Design ntsc_pixel_packer, sky130hd; sources not shown.
Figure 1. Met2 routing (run 1).
Scale bar: 50 um.
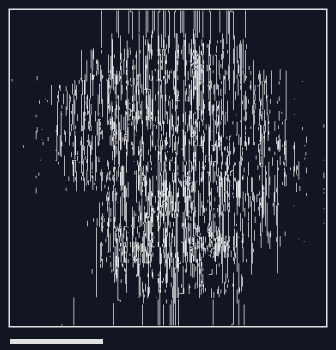
The wires run mostly vertical. The layer carries 10400 um of wire. The layer holds 47% of the routed length.
final wirelength: 22.3 mm
vias post-DR: 6360

Figure 2. Placement by cell class (run 1).
Scale bar: 50 um. Fill, decap, tap and diode cells in gray.
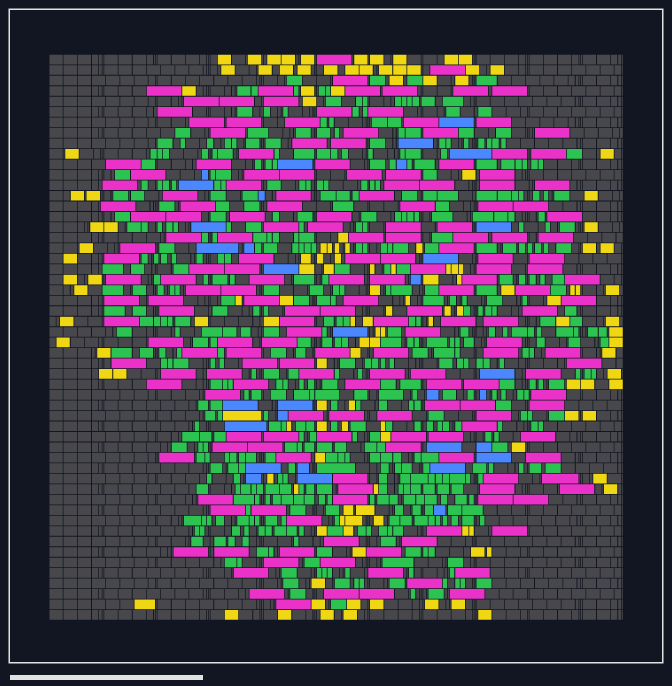
Key: blue = clock drivers and dummy loads [cells 32, share of their area 5.8%]; magenta = flip-flops [cells 191, share of their area 45%]; yellow = other buffers and delay cells [cells 141, share of their area 11%]; green = all other logic [cells 553, share of their area 37%]
sequential portion of the cell area: 0.439
row cnt: 54

Figure 3. Placement view (run 1).
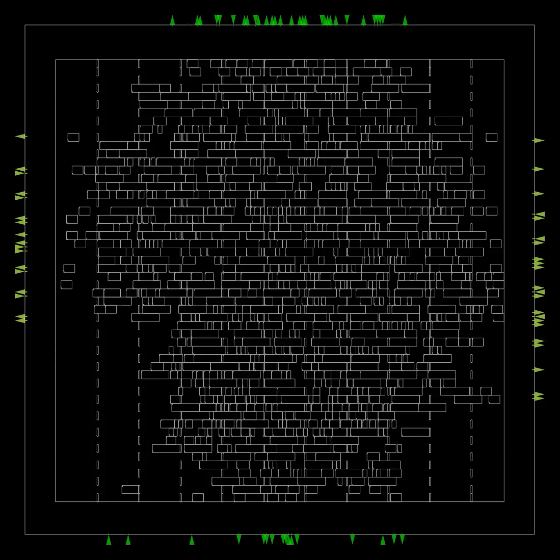
Tapcells: 280
fin cells: 1198

Figure 4. Clock distribution (run 1).
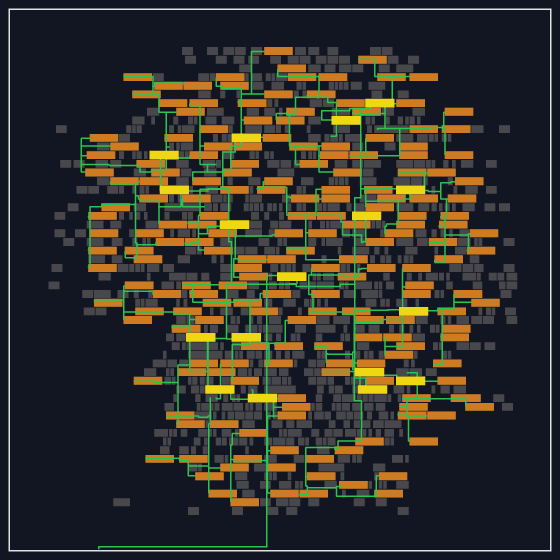
Key: green = clock wires [length 2220 um]; yellow = cells driving clock nets [count 17]; orange = flip-flops [count 191]
There are 18 routed clock nets.
Clk pwr share: 0.455
clock skew: 10.6 ps

==> results.yml, run 1 <==
# generated from flow reports
status:
  status: "complete, no violations"
floorplanning:
  fp-utilization: 0.407
  core_mm2: 0.0219
  die_w_um: 169
  die_h_um: 169
  die_area_mm2: 0.0287
hold_path:
  min_path_type: "in2async"
final_timing:
  finalClockPeriodUsage: 0.928
  min_period_ps: 3800
  relSlewSlack: 0.378
  fin_tns_setup_ps: 0
  hold_viol_final: 0
placed_design:
  post-dp-hpwl_mm: 15.5
  dp.cells: 1157
route:
  dr_wl_met3_mm: 1.33
  wl_met1_mm: 10.2
  drtIter0Drc: 477
  wl_met2_mm: 10.4
  wire_per_inst_um: 18.6
  via_per_inst: 5.31
  dr.pass1.iters: 7
finish:
  nClkBuffers: 17
  ff_latch_area_mm2: 0.00478
  drive_gt1_frac: 0.214
  nNetsFinal: 937
  layout.non_clock_inverters: 20
  buf_share: 0.110
  final_area_mm2: 0.0109
  nMultiInputCombCells: 533
  comb_area_mm2: 0.00387
  most-common-layout-cells: "dfrtp_1, nand2_1, o21ai_0, mux2_2, clkdlybuf4s50_1"
  antenna_cells: 1
  buffers: 141
  largest_reg_flops: 72
  n_fill_cell: 1966
  utilization: 0.497
worst_setup_path:
  critPathMaxFanout: 10
  cp_cell_sequence: "clkdlybuf4s50_1, buf_4, nor2_4, buf_2, nand2_2, ha_2, and3b_1, o211ai_1, nand2_1, a41oi_4, nand2_4, inv_1, ha_2, nand2b_1, or2_2, clkbuf_1, clkbuf_4, clkbuf_4, nand2_1, o21ai_0"
  required_ps: 4390
  end_kind: "flip-flop"
  crit_type: "in2reg"
  crit_cells: 20
  worstRegToRegCells: 16
  critPathSlowestCell: "clkdlybuf4s50_1"
  critPathArrivalTime_ps: 4100
  max_stage_delay_ps: 520
  path_buffers: 7
  cp_top_family: "buffers and inverters"
  start_kind: "primary input"
synth:
  syn-cell-area_mm2: 0.00891
  ys_warn_count: 0
  netlist_top_cells_count: "dfrtp_1, nand2_1, o21ai_0"
  yosysSeqAreaShare: 0.536
  most_common_cell: "dfrtp_1"
  yosys_cells: 792
  yosys.cell_types.count: 55
  synth-seq-cells: 191
  top_logic_kind: "multiplexers"
  syn_nets: 825
  fa_ha_area_frac: 0.00983
  synthTopCellsByArea: "dfrtp_1, mux2_2, o21ai_0"
  top_area_cell: "dfrtp_1"
  edf_count: 0
  synth-xor-area-share: 0.0206
  ys_area_mm2: 0.00891
global_route:
  grt_pass1_wl_mm: 35.6
  grt-ovfl-total: 0
  antenna_found_initial: 1
  first_global_vias: 6413
pwr:
  leakage_nw: 5.15
  finalPower_mw: 3.79
  powerDensity_mw_per_mm2: 348
  peakVddDrop_mv: 0.242
clocking:
  clock_sinks: 191
  clock_latency_ps: 440
  cts_tree: "built"
  root_buffer: "clkbuf_16"
  ctsResizeCount: 27
  hold_buffers: 0
  post-cts-setup-buffers: 2
  cts_buffers: 17
  clkTransAtPathRegs_ps: 70
job:
  maxCapViolations: 0
  warnings: 30
## run 1: metal layers
| metal | track usage | vias to the layer above |
|---|---|---|
| li1 | - | 2982 |
| met1 | 0.210 | 3191 |
| met2 | 0.241 | 164 |
| met3 | 0.0359 | 23 |
| met4 | 0.0522 | 0 |
| met5 | 0 | - |
## run 1: worst register-to-register path: stages (launching register included)
cell and delay (ps):
dfrtp_1 440, ha_2 260, nand3_1 170, nor2_1 220
nor2_1 90, nor3_1 250, ha_1 260, and3_1 220
a41oi_4 140, nand2_4 150, inv_1 70, ha_2 220
nand2b_1 160, or2_2 140, clkbuf_1 210, clkbuf_1 440
o21ai_0 200
## run 1: report_power, final
part	internal (mW)	switching, mW
clock	0.970	0.755
sequential	1.90	0.00978
combinational	0.0593	0.0923
==> inputs of run 2 (changes only) <==
- GPL_ROUTABILITY_DRIVEN: unset -> 0
- PLACE_DENSITY: 0.7 -> 0.57
==> run 2 against run 1 <==
Effect of this change: utilization fell by 0.32 points; maximum frequency shrank 2.2%; die size unchanged; largest cell class unchanged; the flow now finishes with violations (negative hold slack); hold slack got worse by 90 ps; sequential power about the same; synthesized cell count stayed put; clock skew grew 1.4 ps; final cell count down 0.67%; combinational power about the same; setup slack lost 86 ps; final area decreased by 0.64%; first-iteration DRC count is 9.6% lower.
==> results.yml, run 2 <==
# generated from flow reports
global_route:
  use_met1: 0.221
  first_global_vias: 6261
  antenna_found_initial: 0
  top_usage_layer: "met2"
  gr-usage-met2: 0.252
  grt_pass1_wl_mm: 36.0
pwr:
  p_switching_uw: 910
  p_seq_mw: 1.91
  finalPower_mw: 3.75
  powerDensity_mw_per_mm2: 347
  internal_power_mw: 2.84
  peakVddDrop_mv: 0.278
  p_comb_uw: 155
  power_leader: "registers"
clocking:
  cts_buffers: 17
  hold_buffers: 0
  clock_sinks: 191
  cts_tree: "built"
hold_path:
  min_path_type: "in2async"
status:
  status: "finished, violations left"
  violations: "negative hold slack"
synth:
  synthTopCellsByArea: "dfrtp_1, mux2_2, o21ai_0"
  top_area_cell: "dfrtp_1"
  top_logic_kind: "multiplexers"
  ys_area_mm2: 0.00891
final_timing:
  whs_ps: -53.0
  finClkSkew_ps: 12.0
  relSlewSlack: 0.400
  min_period_ps: 3890
  hold_viol_final: 15
  finalClockPeriodUsage: 0.949
worst_setup_path:
  required_ps: 4390
  critPathMaxFanout: 10
  start_kind: "primary input"
  crit_cells: 20
  cp_cell_sequence: "clkdlybuf4s50_1, buf_6, nor2_4, clkbuf_4, nand2_2, ha_1, and3b_1, o211ai_1, nand2_1, a41oi_4, nand2_2, buf_4, inv_1, ha_1, nand2b_1, or2_2, clkbuf_4, clkbuf_4, nand2_1, o21ai_0"
job:
  maxCapViolations: 0
  warnings: 29
placed_design:
  post-dp-hpwl_mm: 15.7
finish:
  nNetsFinal: 930
  drive_gt1_frac: 0.209
  final_area_mm2: 0.0108
  antenna_cells: 0
route:
  wirelength_mm: 22.9
  wire_per_inst_um: 19.2
  wl_met2_mm: 10.7
floorplanning:
  fp-utilization: 0.407
  die_h_um: 169
[run 2: cell counts after synthesis]
Identical to the previous run, type by type.
[run 2: area by class of cell]
| cell class | instances | area, um^2 | area share |
|---|---|---|---|
| sequential | 191 | 4780 | 0.442 |
| multi-input combinational | 533 | 3870 | 0.358 |
| timing repair buffer | 87 | 887 | 0.0820 |
| clock buffer | 19 | 443 | 0.0410 |
| tap | 280 | 350 | 0.0324 |
| buffer | 47 | 268 | 0.0248 |
| clock inverter | 13 | 140 | 0.0130 |
| inverter | 20 | 75.1 | 0.00694 |
[run 2: repair_timing]
| action | 4_1_cts | 5_1_grt |
|---|---|---|
| pin swaps | 1 | 0 |
| cloned | 0 | 0 |
| gates resized | 29 | 17 |
| endpoints found under the setup margin | 113 | 110 |
| buffers inserted | 2 | 0 |
Figure 5. Placement by cell class (run 2).
Scale bar: 50 um. Fill, decap, tap and diode cells in gray.
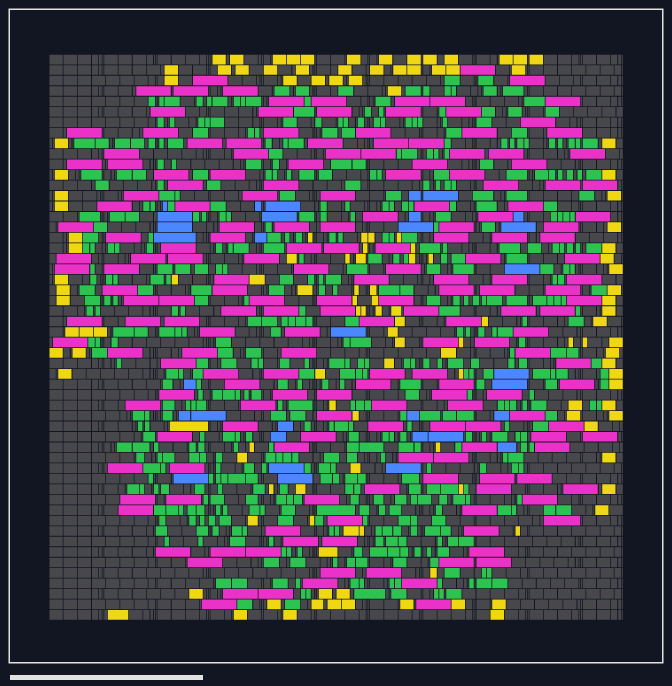
Final Core Density: 0.494
sequential portion of the cell area: 0.442
Core Area: 0.0219 mm^2

No activity file was given, so power comes from the tool's default toggle rates.
